$ cat config.mk
export PLATFORM = sky130hd
export DESIGN_NAME = charge_ctrl
export DESIGN_NICKNAME = d
export VERILOG_FILES = /design/src/rtl/charge_pkg.sv /design/src/rtl/charge_tick.sv /design/src/rtl/charge_ctrl.sv
export SDC_FILE = /design/constraint.sdc
export NUM_CORES = 1
export LEC_CHECK = 0
export ABC_AREA = 1
export CORE_UTILIZATION = 23
export CTS_CLUSTER_DIAMETER = 80
export DETAILED_ROUTE_END_ITERATION = 10
export GPL_TIMING_DRIVEN = 0
export PLACE_DENSITY_LB_ADDON = 0.25
export SYNTH_ARGS = -nofsm -noshare
export SYNTH_HDL_FRONTEND = slang
export SYNTH_SLANG_ARGS = --single-unit
$ cat constraint.sdc
create_clock -name clk -period 2.2 [get_ports clk]
set_input_delay 0.33 -clock clk [delete_from_list [all_inputs] [get_ports clk]]
set_output_delay 0.33 -clock clk [all_outputs]
set_load 0.02 [all_outputs]
$ cat src/rtl/charge_pkg.sv
// Shared types and default tariffs for the charging-station controller.
// The optional SELECT timeout is enabled by defining CHARGE_TIMEOUT_EN.
package charge_pkg;

  typedef enum logic [2:0] {
    ST_IDLE   = 3'd0,
    ST_READY  = 3'd1,
    ST_SELECT = 3'd2,
    ST_CHARGE = 3'd3,
    ST_DONE   = 3'd4
  } state_t;

  typedef enum logic [1:0] {
    MODE_NONE = 2'd0,
    MODE_UNIT = 2'd1,
    MODE_TIME = 2'd2
  } mode_t;

  localparam int DEF_CHG_W         = 8;
  localparam int DEF_UNIT_FEE      = 1;
  localparam int DEF_MAX_UNITS     = 15;
  localparam int DEF_TICK_DIV      = 100000;
  localparam int DEF_TIME_FEE      = 1;
  localparam int DEF_BASE_FEE      = 10;
  localparam int DEF_PLAN1_FEE     = 12;
  localparam int DEF_PLAN2_FEE     = 5;
  localparam int DEF_TIMEOUT_TICKS = 30;

endpackage

$ cat src/rtl/charge_tick.sv
// Free-running prescaler: pulses tick for one cycle every TICK_DIV clocks
// while clr is low; clr forces the count back to zero and suppresses tick.
module charge_tick
  import charge_pkg::*;
#(
  parameter int TICK_DIV = DEF_TICK_DIV
) (
  input  logic clk,
  input  logic reset,
  input  logic clr,
  output logic tick
);

  localparam int CNT_W = $clog2(TICK_DIV);
  localparam logic [CNT_W-1:0] CNT_LAST = CNT_W'(TICK_DIV - 1);

  logic [CNT_W-1:0] cnt_q;
  logic [CNT_W-1:0] cnt_d;

  assign tick = (cnt_q == CNT_LAST) && !clr;

  // Next count: clear on request, wrap at the last value, otherwise advance.
  always_comb begin
    cnt_d = cnt_q;
    if (clr) begin
      cnt_d = '0;
    end else if (cnt_q == CNT_LAST) begin
      cnt_d = '0;
    end else begin
      cnt_d = cnt_q + CNT_W'(1);
    end
  end

  // Prescaler register with synchronous reset.
  always_ff @(posedge clk) begin
    if (reset) begin
      cnt_q <= '0;
    end else begin
      cnt_q <= cnt_d;
    end
  end

endmodule

$ cat src/rtl/charge_ctrl.sv
// Charging-station session controller: IDLE -> READY -> SELECT -> CHARGE
// (per-unit or timed tariff) -> DONE. All outputs come straight from flops.
// Define CHARGE_TIMEOUT_EN to let an idle SELECT fall back to READY.
module charge_ctrl
  import charge_pkg::*;
#(
  parameter int CHG_W         = DEF_CHG_W,
  parameter int UNIT_FEE      = DEF_UNIT_FEE,
  parameter int MAX_UNITS     = DEF_MAX_UNITS,
  parameter int TICK_DIV      = DEF_TICK_DIV,
  parameter int TIME_FEE      = DEF_TIME_FEE,
  parameter int BASE_FEE      = DEF_BASE_FEE,
  parameter int PLAN1_FEE     = DEF_PLAN1_FEE,
  parameter int PLAN2_FEE     = DEF_PLAN2_FEE,
  parameter int TIMEOUT_TICKS = DEF_TIMEOUT_TICKS
) (
  input  logic             clk,
  input  logic             reset,
  input  logic             start,
  input  logic             signal,
  input  logic             sel_unit,
  input  logic             sel_time,
  input  logic             unit_pulse,
  input  logic             plan1,
  input  logic             plan2,
  input  logic             cancel,
  output logic             work,
  output logic             hold_in,
  output logic [1:0]       mode,
  output logic [2:0]       state,
  output logic [CHG_W-1:0] charge,
  output logic             fin
);

  // Fee sums are formed this wide so no product or sum can overflow before clamping.
  localparam int UNIT_W = $clog2(MAX_UNITS + 1);
  localparam int SUM_W  = CHG_W + 33;
  localparam logic [SUM_W-1:0] CHG_MAX     = {{33{1'b0}}, {CHG_W{1'b1}}};
  localparam logic [SUM_W-1:0] UNIT_FEE_W  = SUM_W'(UNIT_FEE);
  localparam logic [SUM_W-1:0] TIME_FEE_W  = SUM_W'(TIME_FEE);
  localparam logic [SUM_W-1:0] BASE_FEE_W  = SUM_W'(BASE_FEE);
  localparam logic [SUM_W-1:0] PLAN1_FEE_W = SUM_W'(PLAN1_FEE);
  localparam logic [SUM_W-1:0] PLAN2_FEE_W = SUM_W'(PLAN2_FEE);
  localparam logic [UNIT_W-1:0] UNITS_END  = UNIT_W'(MAX_UNITS);

  function automatic logic [CHG_W-1:0] clamp_fee(input logic [SUM_W-1:0] v);
    if (v > CHG_MAX) begin
      clamp_fee = CHG_MAX[CHG_W-1:0];
    end else begin
      clamp_fee = v[CHG_W-1:0];
    end
  endfunction

  state_t             state_q, state_d;
  mode_t              mode_q, mode_d;
  logic               work_q, work_d;
  logic               hold_q, hold_d;
  logic               fin_q, fin_d;
  logic [CHG_W-1:0]   charge_q, charge_d;
  logic [UNIT_W-1:0]  units_q, units_d;
  logic [CHG_W-1:0]   elapsed_q, elapsed_d;
  logic               clr_s;
  logic               tick_s;
  logic [UNIT_W-1:0]  units_inc_s;
  logic [CHG_W-1:0]   unit_fee_s;
  logic [CHG_W-1:0]   time_fee_s;
`ifdef CHARGE_TIMEOUT_EN
  localparam int TO_W = $clog2(TIMEOUT_TICKS + 1);
  localparam logic [TO_W-1:0] TO_LAST = TO_W'(TIMEOUT_TICKS - 1);
  logic [TO_W-1:0]    to_cnt_q, to_cnt_d;
`endif

  assign units_inc_s = units_q + UNIT_W'(1);
  assign unit_fee_s  = clamp_fee(SUM_W'(units_inc_s) * UNIT_FEE_W);
  assign time_fee_s  = clamp_fee(BASE_FEE_W + SUM_W'(elapsed_q) * TIME_FEE_W);

  // The prescaler runs only while waiting in SELECT or timing a session;
  // leaving SELECT restarts it so a timed session begins at a tick boundary.
  always_comb begin
    clr_s = 1'b1;
    if (state_q == ST_SELECT) begin
      clr_s = sel_unit | sel_time | cancel;
    end else if ((state_q == ST_CHARGE) && (mode_q == MODE_TIME)) begin
      clr_s = 1'b0;
    end else begin
      clr_s = 1'b1;
    end
  end

  charge_tick #(.TICK_DIV(TICK_DIV)) u_tick (
    .clk   (clk),
    .reset (reset),
    .clr   (clr_s),
    .tick  (tick_s)
  );

  // Next-state and next-output computation for the session FSM.
  always_comb begin
    state_d   = state_q;
    mode_d    = mode_q;
    work_d    = work_q;
    hold_d    = hold_q;
    fin_d     = 1'b0;
    charge_d  = charge_q;
    units_d   = units_q;
    elapsed_d = elapsed_q;
`ifdef CHARGE_TIMEOUT_EN
    to_cnt_d  = '0;
`endif
    case (state_q)
      ST_IDLE: begin
        if (start) begin
          state_d = ST_READY;
          work_d  = 1'b1;
        end else begin
          state_d = ST_IDLE;
        end
      end
      ST_READY: begin
        if (signal) begin
          state_d  = ST_SELECT;
          hold_d   = 1'b1;
          charge_d = '0;
        end else begin
          state_d = ST_READY;
        end
      end
      ST_SELECT: begin
        if (sel_unit) begin
          state_d = ST_CHARGE;
          mode_d  = MODE_UNIT;
          units_d = '0;
        end else if (sel_time) begin
          state_d   = ST_CHARGE;
          mode_d    = MODE_TIME;
          elapsed_d = '0;
        end else if (cancel) begin
          state_d = ST_READY;
          hold_d  = 1'b0;
        end else begin
`ifdef CHARGE_TIMEOUT_EN
          if (tick_s && (to_cnt_q == TO_LAST)) begin
            state_d = ST_READY;
            hold_d  = 1'b0;
          end else if (tick_s) begin
            to_cnt_d = to_cnt_q + TO_W'(1);
          end else begin
            to_cnt_d = to_cnt_q;
          end
`else
          state_d = ST_SELECT;
`endif
        end
      end
      ST_CHARGE: begin
        case (mode_q)
          MODE_UNIT: begin
            if (unit_pulse) begin
              units_d  = units_inc_s;
              charge_d = unit_fee_s;
            end else begin
              units_d = units_q;
            end
            if ((unit_pulse && (units_inc_s == UNITS_END)) || cancel) begin
              state_d = ST_DONE;
              fin_d   = 1'b1;
              hold_d  = 1'b0;
              mode_d  = MODE_NONE;
            end else begin
              state_d = ST_CHARGE;
            end
          end
          MODE_TIME: begin
            if (tick_s && (elapsed_q != {CHG_W{1'b1}})) begin
              elapsed_d = elapsed_q + CHG_W'(1);
            end else begin
              elapsed_d = elapsed_q;
            end
            if (cancel) begin
              charge_d = time_fee_s;
            end else if (plan1) begin
              charge_d = clamp_fee(PLAN1_FEE_W);
            end else if (plan2) begin
              charge_d = clamp_fee(PLAN2_FEE_W);
            end else begin
              charge_d = charge_q;
            end
            if (cancel || plan1 || plan2) begin
              state_d = ST_DONE;
              fin_d   = 1'b1;
              hold_d  = 1'b0;
              mode_d  = MODE_NONE;
            end else begin
              state_d = ST_CHARGE;
            end
          end
          default: begin
            // A charge session without a tariff cannot be billed; drop it.
            state_d = ST_READY;
            hold_d  = 1'b0;
            mode_d  = MODE_NONE;
          end
        endcase
      end
      ST_DONE: begin
        state_d = ST_READY;
      end
      default: begin
        state_d  = ST_IDLE;
        mode_d   = MODE_NONE;
        work_d   = 1'b0;
        hold_d   = 1'b0;
        charge_d = '0;
      end
    endcase
  end

  // Session state and registered outputs; reset discards any open session.
  always_ff @(posedge clk) begin
    if (reset) begin
      state_q   <= ST_IDLE;
      mode_q    <= MODE_NONE;
      work_q    <= 1'b0;
      hold_q    <= 1'b0;
      fin_q     <= 1'b0;
      charge_q  <= '0;
      units_q   <= '0;
      elapsed_q <= '0;
`ifdef CHARGE_TIMEOUT_EN
      to_cnt_q  <= '0;
`endif
    end else begin
      state_q   <= state_d;
      mode_q    <= mode_d;
      work_q    <= work_d;
      hold_q    <= hold_d;
      fin_q     <= fin_d;
      charge_q  <= charge_d;
      units_q   <= units_d;
      elapsed_q <= elapsed_d;
`ifdef CHARGE_TIMEOUT_EN
      to_cnt_q  <= to_cnt_d;
`endif
    end
  end

  assign state   = state_q;
  assign mode    = mode_q;
  assign work    = work_q;
  assign hold_in = hold_q;
  assign fin     = fin_q;
  assign charge  = charge_q;

endmodule

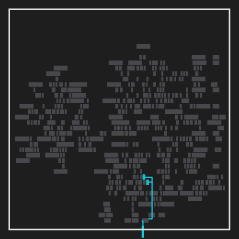
*Port wiring, run 1*
Scale: 2 px per µm.
legend:
  sel_unit:
    color: cyan
    bits: 1
    direction: input
    edge: bottom
    end_cells: 2
    buffers: 1
    wire: 32.7 µm
port bufs: 25
Top Ports: 26

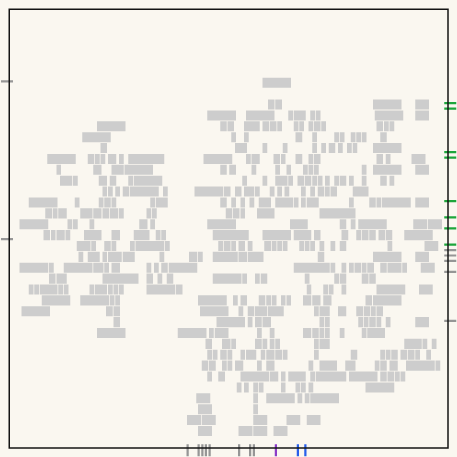
*Pin map, run 1*
Scale: 4 px per µm. Pins as bars across the die edge, other pins in gray.
legend:
  mode:
    color: blue
    pins: 2
    direction: output
    edge: bottom
  sel_unit:
    color: purple
    pins: 1
    direction: input
    edge: bottom
  charge:
    color: green
    pins: 8
    direction: output
    edge: right
all pins by edge: 13 right, 11 bottom, 2 left

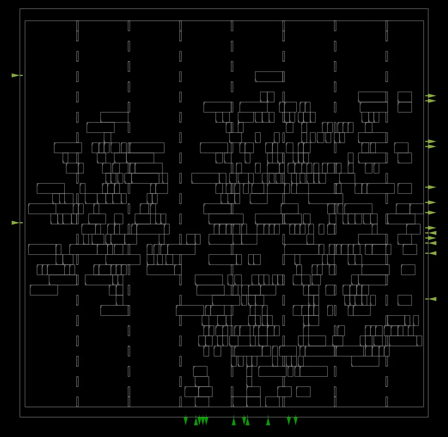
*Placement view, run 1*
fin cells: 568
Seq area share: 0.2806
# rows: 38
Layout Utilization: 0.2911

-- run 1: state kept, by name (all words and copies together), names as in the netlist --
| signal | flops |
|---|---|
| units_q | 4 |
| mode | 2 |
| hold_in | 1 |
| fin | 1 |
| elapsed_q | 8 |
| state | 3 |
| charge | 8 |
| work | 1 |
| u_tick.cnt_q | 17 |
-- run 1: through the flow --
stage / std cells / worst slack [ps] / area, µm²
2_1_floorplan: 395 / 546.2 / 2649
3_3_place_gp: 560 / 81.89 / 3074
3_5_place_dp: 560 / 114.0 / 3074
4_1_cts: 568 / 329.7 / 3211
5_1_grt: 568 / 151.1 / 3211
6_report: 568 / 311.8 / 3211
-- run 1: cell families after synthesis --
family                   after synthesis  share of synthesized area
buffers and inverters                 60                    0.08975
AND/OR/NAND/NOR                      217                     0.3859
adder cells (fa/ha/maj)                9                    0.04251
AND-OR/OR-AND                         53                     0.1053
flip-flops                            45                     0.3401
XOR/XNOR                              11                    0.03637
-- run 1: critical path, stage by stage (launching register included) --
cell,delay [ps]
dfxtp_1,330
inv_1,80
ha_1,230
inv_1,150
nor2_1,260
nand2_1,210
nand4_4,220
inv_2,80
o21ai_0,160
a21oi_1,60
-- run 1: final timing paths --
| kind | to | slack (ps) | cells after the start |
|---|---|---|---|
| hold reg to reg | u_tick.cnt_q[0]$_SDFF_PP0_ | 450 | 1 |
| setup / recovery | charge[3]$_SDFFE_PP0P_ | 310 | 9 |
| hold / removal | u_tick.cnt_q[0]$_SDFF_PP0_ | 450 | 1 |
| setup reg to reg | charge[3]$_SDFFE_PP0P_ | 310 | 9 |
-- run 1: layer usage --
layer | vias up | share of wire
met4 | 0 | 0.0095
met2 | 37 | 0.46
met5 | - | 0
met1 | 1164 | 0.49
met3 | 5 | 0.038
li1 | 1343 | -
==> reports/qor.csv, run 1 <==
metric;value;unit
status;finished clean;
fp util;0.2401;
Flops after synth;45;
H-tree depth;2;
Fin Clk Skew;7.641;ps
startpoint types;register;
Post-Synthesis Cells;395;
GR peak layer;met2;
register area;900.9;µm²
clock root cell;clkbuf_16;
Final Slew Violations;0;
comb pwr;0.252;mW
area grow syn2layout;21.21;%
Clock Power;0.739;mW
Max-area cell share;0.3401;
Clock Power Share;0.400;
Top power group;sequential cells;
chip footprint;0.01195;mm²
hold_ws;449.9;ps
Post CTS Setup Buffer Count;0;
clock slew at the register clock pins of the worst setup and hold paths;60;ps
grt ovf;0;
Seq pwr share;0.464;
top cell category;logic gates;
P_seq;0.857;mW
DR vias;2549;
Mapped Area;0.002649;mm²
worst hold start;u_tick.cnt_q[0]$_SDFF_PP0_;
max cap viols;0;
Pwr Total;1.848;mW
worst hold path type;register to register;
Hold-fix buffers, CTS;0;
first-pass GRT wire length;11.13;mm
Synth area leader;dfxtp_1;
# nets final;446;
Routed Antenna Nets;0;
Sum Neg Setup Slack;0;ps
WL per Instance;11.32;µm
1st-pass router iterations;4;
OpenROAD warning count;30;
Residual DRC;0;
worst vdd ir;0.3347;mV
Clock Latency Late Sink;290;ps
DP HPWL;4.888;mm
initial antenna violation count;0;
shortest period the worst path allows;1888;ps
ys async rst share;0;
Crit Path Class;register to register;
Filler cells;1232;
most frequent logic cell in the layout;nand2_1;
Multi-In Gates;290;
GR Util All Layers;0.1185;
# Taps;140;
flip-flops;45;
vias in the first global route;2421;
Final Cycle Share;0.8583;
Final Hold Fails;0;
fraction of area in multi-input gates;0.4704;
CLK BUF;8;
flip-flops with a built-in enable;0;
largest net degree at the start of global routing;13;
RSZ-0062 raised after global routing;false;
Synthesis Warnings;0;
top cells by area;dfxtp_1 34%, nand2_1 12%, nor2_1 7.4%;
Crit Path Max Fanout;9;
Yosys top cell by instances;nand2_1;
CTS tree;built;
register share after synthesis;0.3401;
WP data required;2380;ps
Vias/cell;4.488;
Non-clk invs;54;
final setup violation count;0;
### Sizing map, run 1

Scale: 4 px per µm.
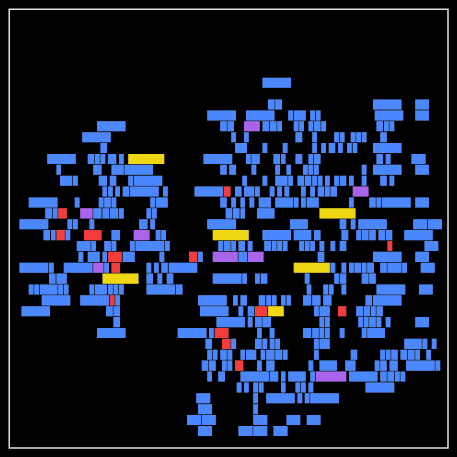

==> inputs of run 2 (changes only) <==
clock period = 1.6 ns   (was 2.2 ns; I/O delays follow)
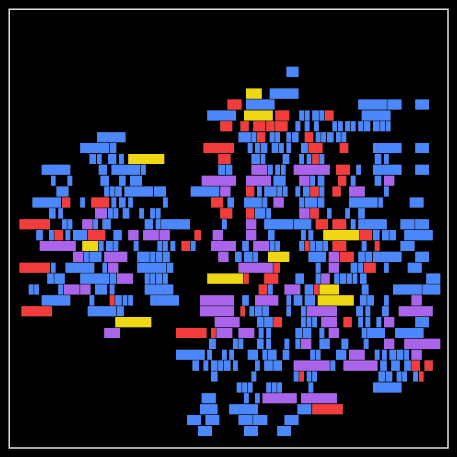
*Sizing map, run 2*
Scale: 4 px per µm.
legend:
  x3 and x4:
    color: purple
    cells: 55
  x6 and larger:
    color: yellow
    cells: 10
  x2:
    color: red
    cells: 57
  x1 and smaller:
    color: blue
    cells: 329

==> reports/qor.csv, run 2 <==
metric;value;unit
metal1 wirelength;3.276;mm
clock root cell;clkbuf_16;
slowest cell on the critical path;dfxtp_4;
Flops after synth;45;
Final Slew Violations;0;
grt ovf;0;
routed wl met2;3.291;mm
comb pwr;0.426;mW
worst vdd ir;0.3794;mV
Top power group;sequential cells;
grt met1 use;0.1569;
port bufs;25;
Yosys top cell by instances;nand2_1;
Adder Area Share;0.04251;
Clock Latency Late Sink;290;ps
placed cell count;560;
# nets final;470;
H-tree depth;2;
top sig layer;met4;
Dominant comb cell;simple AND/OR/NAND/NOR gates;
simple share;0.3859;
area grow syn2layout;41.14;%
Max-area cell share;0.3401;
Synth area leader;dfxtp_1;
startpoint types;register;
Post CTS Setup Buffer Count;4;
CP dominant cell by count;inv_2;
P_seq;1.18;mW
1st-pass router iterations;4;
WP data required;1810;ps
crit-path cells;inv_2, ha_4, inv_4, nor2_4, o21ai_1, inv_2, nand3_4, nand2_8, nand2_2, a21oi_2;
Mapped Area;0.002649;mm²
worst hold path type;register to register;
WL per Instance;11.77;µm
Layout Utilization;0.3389;
DR vias;2678;
max reg flops;17;
Final Cycle Share;0.9647;
status;finished clean;
initial antenna violation count;0;
ys async rst share;0;
flip-flops with a built-in enable;0;
Mux cell area share;0;
max cap viols;0;
Biggest register;u_tick.cnt_q;
Clock Power Share;0.393;
Met3 Wirelength;307;µm
Synthesis Warnings;0;
Vias/cell;4.531;
OpenROAD warning count;32;
vias in the first global route;2431;
GR Util All Layers;0.1234;
Routed Antenna Nets;0;
top cells by area;dfxtp_1 34%, nand2_1 12%, nor2_1 7.4%;
chip footprint;0.01195;mm²
final setup violation count;0;
Top Ports;26;
Seq pwr share;0.446;
CTS tree;built;
Post-Synth XOR/XNOR Area;0.03637;
RSZ-0062 raised after global routing;true;
clock slew at the register clock pins of the worst setup and hold paths;60;ps
AND-OR/OR-AND Cells, Area Fraction;0.1053;
first-pass GRT wire length;11.48;mm
Fin Clk Skew;5.302;ps
Residual DRC;0;
# rows;38;
fp util;0.2401;
Crit Path Max Fanout;7;
Clock Power;1.04;mW
CP max stage delay;360;ps
GR peak layer;met2;
Core Footprint;0.01103;mm²
largest net degree at the start of global routing;13;
Post-Synthesis Cells;395;
shortest period the worst path allows;1544;ps
Final Hold Fails;0;
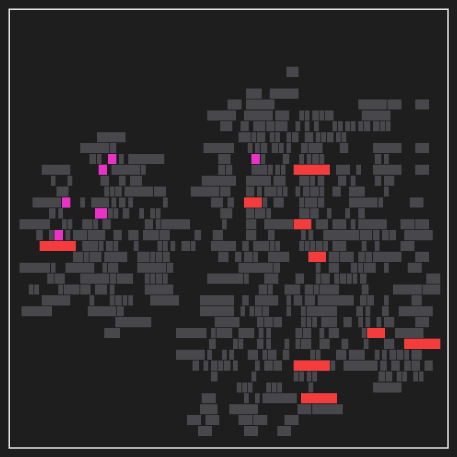
*Selected gate families, run 2*
Scale: 4 px per µm.
legend:
  and/or cells:
    color: magenta
    cells: 6
    where: middle left
  fa/ha/maj cells:
    color: red
    cells: 9
fin cells: 591
most frequent logic cell in the layout: nand2_1
fraction of area in multi-input gates: 0.4816

-- run 2: cell count changes in the layout (fill, tap and decap cells not counted), moves of 8 or more --
cell     before  now
nand3_1      30   22
nand2_1      88   74
dfxtp_1      45   32
nor2_1       52   44
buf_4         1   22
a21oi_1      37   28
nand2_2       2   12
inv_1        51   43
a21oi_2       0    9
-- run 2: area by class of cell --
| class | count | area, µm² |
|---|---|---|
| buffer | 6 | 48.80 |
| tap | 140 | 175.2 |
| multi-input combinational | 291 | 1800 |
| inverter | 54 | 205.2 |
| timing repair buffer | 48 | 431.7 |
| clock buffer | 7 | 142.6 |
| fill | 1218 | 7292 |
| sequential | 45 | 934.6 |
-- run 2: worst max-delay path, delay by kind of cell, from the launching register on --
family | cells | cell delay, ps
adders and majority gates | 1 | 160
and+or+nand+nor | 4 | 480
buffers and inverters | 3 | 240
DFF | 1 | 360
AOI/OAI and AO/OA | 2 | 220
-- run 2: stage by stage --
step                instance area [µm²]  hold WS [ps]  total power [mW]  TNS [ps]  worst slack (ps)
finish                             3739         449.6             2.649         0             56.46
global route                       3739         457.4             2.787    -620.6            -77.46
CTS                                3339         443.7             2.639    -12.67            -6.107
global placement                   3079         428.9             1.551    -12480            -426.4
detailed placement                 3079         442.4             1.552    -12240            -393.1
floorplan                          2654         417.5             1.420         0             65.87
-- run 2: worst paths after layout --
check	from	to	slack (ps)	cells past startpoint
setup / recovery	mode[0]$_SDFFE_PP0P_	elapsed_q[2]$_SDFFE_PP0P_	60	10
hold reg to reg	u_tick.cnt_q[0]$_SDFF_PP0_	u_tick.cnt_q[0]$_SDFF_PP0_	450	1
setup reg to reg	mode[0]$_SDFFE_PP0P_	elapsed_q[2]$_SDFFE_PP0P_	60	10
hold / removal	u_tick.cnt_q[0]$_SDFF_PP0_	u_tick.cnt_q[0]$_SDFF_PP0_	450	1
### Port wiring, run 2

Scale: 2 px per µm.
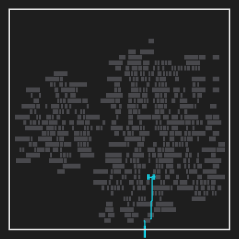

==> inputs of run 3 (changes only) <==
GPL_ROUTABILITY_DRIVEN = 0   (was unset)
SETUP_SLACK_MARGIN = 0.15   (was unset)
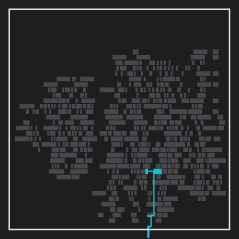
*Port wiring, run 3*
Scale: 2 px per µm.
legend:
  sel_unit:
    color: cyan
    bits: 1
    direction: input
    edge: bottom
    end_cells: 2
    buffers: 1
    wire: 37.6 µm

==> reports/qor.csv, run 3 <==
metric;value;unit
pre-CTS WS;-413.1;ps
Flops after synth;45;
CTS tree;built;
slowest cell on the critical path;dfxtp_4;
worst vdd ir;0.4502;mV
Mapped Area;0.002649;mm²
CP max stage delay;370;ps
# nets final;486;
area grow syn2layout;52.95;%
most frequent logic cell in the layout;nand2_1;
register area;940.9;µm²
clock slew at the register clock pins of the worst setup and hold paths;70;ps
Avg Synthesized Cell Area;6.706;µm²
Hold-fix buffers, CTS;0;
flip-flops with a built-in enable;0;
fp util;0.2401;
Die Y;109.3;µm
DRT iter0 DRCs;67;
arrival time worst endpoint;1740;ps
Inserted Clock Buffers;5;
Final Slew Violations;0;
shortest period the worst path allows;1548;ps
status;finished clean;
layout cells sized above 1;0.3483;
Clock Latency Late Sink;290;ps
Yosys Instances;395;
clock root cell;clkbuf_16;
Synth cell types;42;
grt ovf;0;
# rows;38;
TritonCTS sink count;45;
drt total wl;7.679;mm
final setup violation count;0;
Synth area leader;dfxtp_1;
worst setup margin;52.33;ps
WP data required;1790;ps
DP HPWL;4.877;mm
OpenROAD warning count;32;
power density cells;724.3;mW/mm²
Die W;109.3;µm
Sum Neg Setup Slack;0;ps
WL per Instance;12.63;µm
cell leakage power;1.618;nW
chip footprint;0.01195;mm²
register share after synthesis;0.3401;
GR Util All Layers;0.1336;
Max-area cell share;0.3401;
RSZ-0062 raised after global routing;true;
Post-Synthesis Cells;395;
Slew HR;0.7439;
fin cells;608;
Peak Freq;646.1;MHz
Least-Margin Pin Slew;381.7;ps
Syn Nets;414;
Residual DRC;0;
largest net degree at the start of global routing;14;
Comb area;0.001922;mm²
worst hold path type;input port to register;
first-pass GRT wire length;12.35;mm
Finished Cell Area;0.004051;mm²
Vias/cell;4.589;
Placed Instance Area;0.003105;mm²
Fin Clk Skew;8.634;ps
H-tree depth;2;
crit-path cells;inv_1, ha_1, nand2_1, nor2_2, nand2_2, buf_6, nand2_4, a22oi_2, nor4_2;
top cells by area;dfxtp_1 34%, nand2_1 12%, nor2_1 7.4%;
diode count;0;
worst path buffer plus inverter count;2;
Crit Path Max Fanout;4;
Filler cells;1188;
Core Footprint;0.01103;mm²
Top Ports;26;
max reg flops;17;
port bufs;25;
initial antenna violation count;0;
placed cell count;560;
CTS Buffer Depth;2;
synthesis area per yosys;0.002649;mm²
CP top delay family;simple AND/OR/NAND/NOR gates;
most common logic cells in the final layout;74 x nand2_1, 39 x nor2_1, 38 x inv_1, 29 x a21oi_1, 29 x dfxtp_1;
startpoint types;register;
Pwr Total;2.934;mW
Layout Utilization;0.3673;
Post-synth top cells;88 x nand2_1, 52 x nor2_1, 51 x inv_1, 45 x dfxtp_1, 37 x a21oi_1;
Crit Path Class;register to register;
Final Cycle Share;0.9673;
Final Hold Fails;0;
Worst Setup End Kind;register;
hold_ws;332.2;ps
Biggest register;u_tick.cnt_q;
DR vias;2790;
max cap viols;0;
Routed Antenna Nets;0;
1st-pass router iterations;5;
Dominant flop cell;dfxtp_1;
Synthesis Warnings;0;
ys async rst share;0;
Yosys top cell by instances;nand2_1;
vias in the first global route;2608;
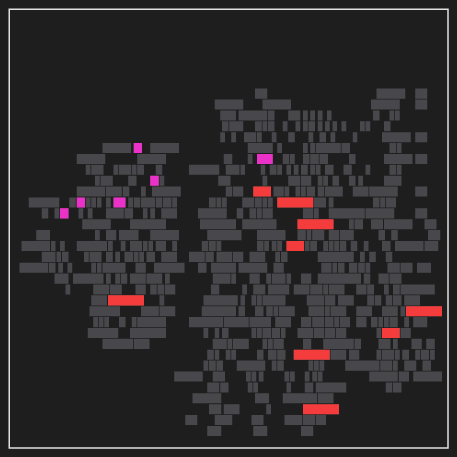
*Selected gate families, run 3*
Scale: 4 px per µm.
legend:
  fa/ha/maj cells:
    color: red
    cells: 9
  and/or cells:
    color: magenta
    cells: 6

[run 3: report_power, final]
| group | leakage (nW) | switching (mW) | internal, mW | total [mW] |
|---|---|---|---|---|
| combinational | 1.16 | 0.290 | 0.223 | 0.513 |
| sequential | 0.374 | 0.0347 | 1.15 | 1.18 |
| clock | 0.0841 | 0.458 | 0.782 | 1.24 |
| total | 1.62 | 0.783 | 2.15 | 2.93 |
[run 3: layer usage]
metal,part of all wire,wire (µm),vias to the layer above,GRT usage
met5,0,0,-,0
met4,0.015,119,0,0.04952
met3,0.032,248,12,0.02727
met2,0.51,3926,53,0.2341
met1,0.44,3386,1283,0.1605
li1,-,-,1442,-
[run 3: cell families after synthesis]
group           after synthesis  share of synthesized area
buf+inv                      60                    0.08975
flops                        45                     0.3401
fa+ha+maj                     9                    0.04251
simple gates                217                     0.3859
xor+xnor                     11                    0.03637
compound gates               53                     0.1053
[run 3: cell type report]
cell class                      count  share of cell area
Timing Repair Buffer               63              0.1408
Buffer                              6             0.01204
Multi-Input combinational cell    292              0.4744
Sequential cell                    45              0.2322
Tap cell                          140             0.04324
Inverter                           54             0.05466
Clock inverter                      1            0.007412
Clock buffer                        7             0.03521
[run 3: worst paths after layout]
kind,start,endpoint,slack (ps),cells past startpoint
max,units_q[0]$_SDFFE_PP0P_,fin$_SDFF_PP0_,50,9
min reg2reg,u_tick.cnt_q[0]$_SDFF_PP0_,u_tick.cnt_q[0]$_SDFF_PP0_,440,1
max reg2reg,units_q[0]$_SDFFE_PP0P_,fin$_SDFF_PP0_,50,9
min,sel_unit,mode[1]$_SDFFE_PP0P_,330,4
[run 3: repair_timing]
item	CTS	global route
gates resized	67	91
gates cloned	3	0
setup buffers	20	17
endpoints found under the setup margin	58	45
pin swaps	21	32
No activity file was given, so power comes from the tool's default toggle rates.
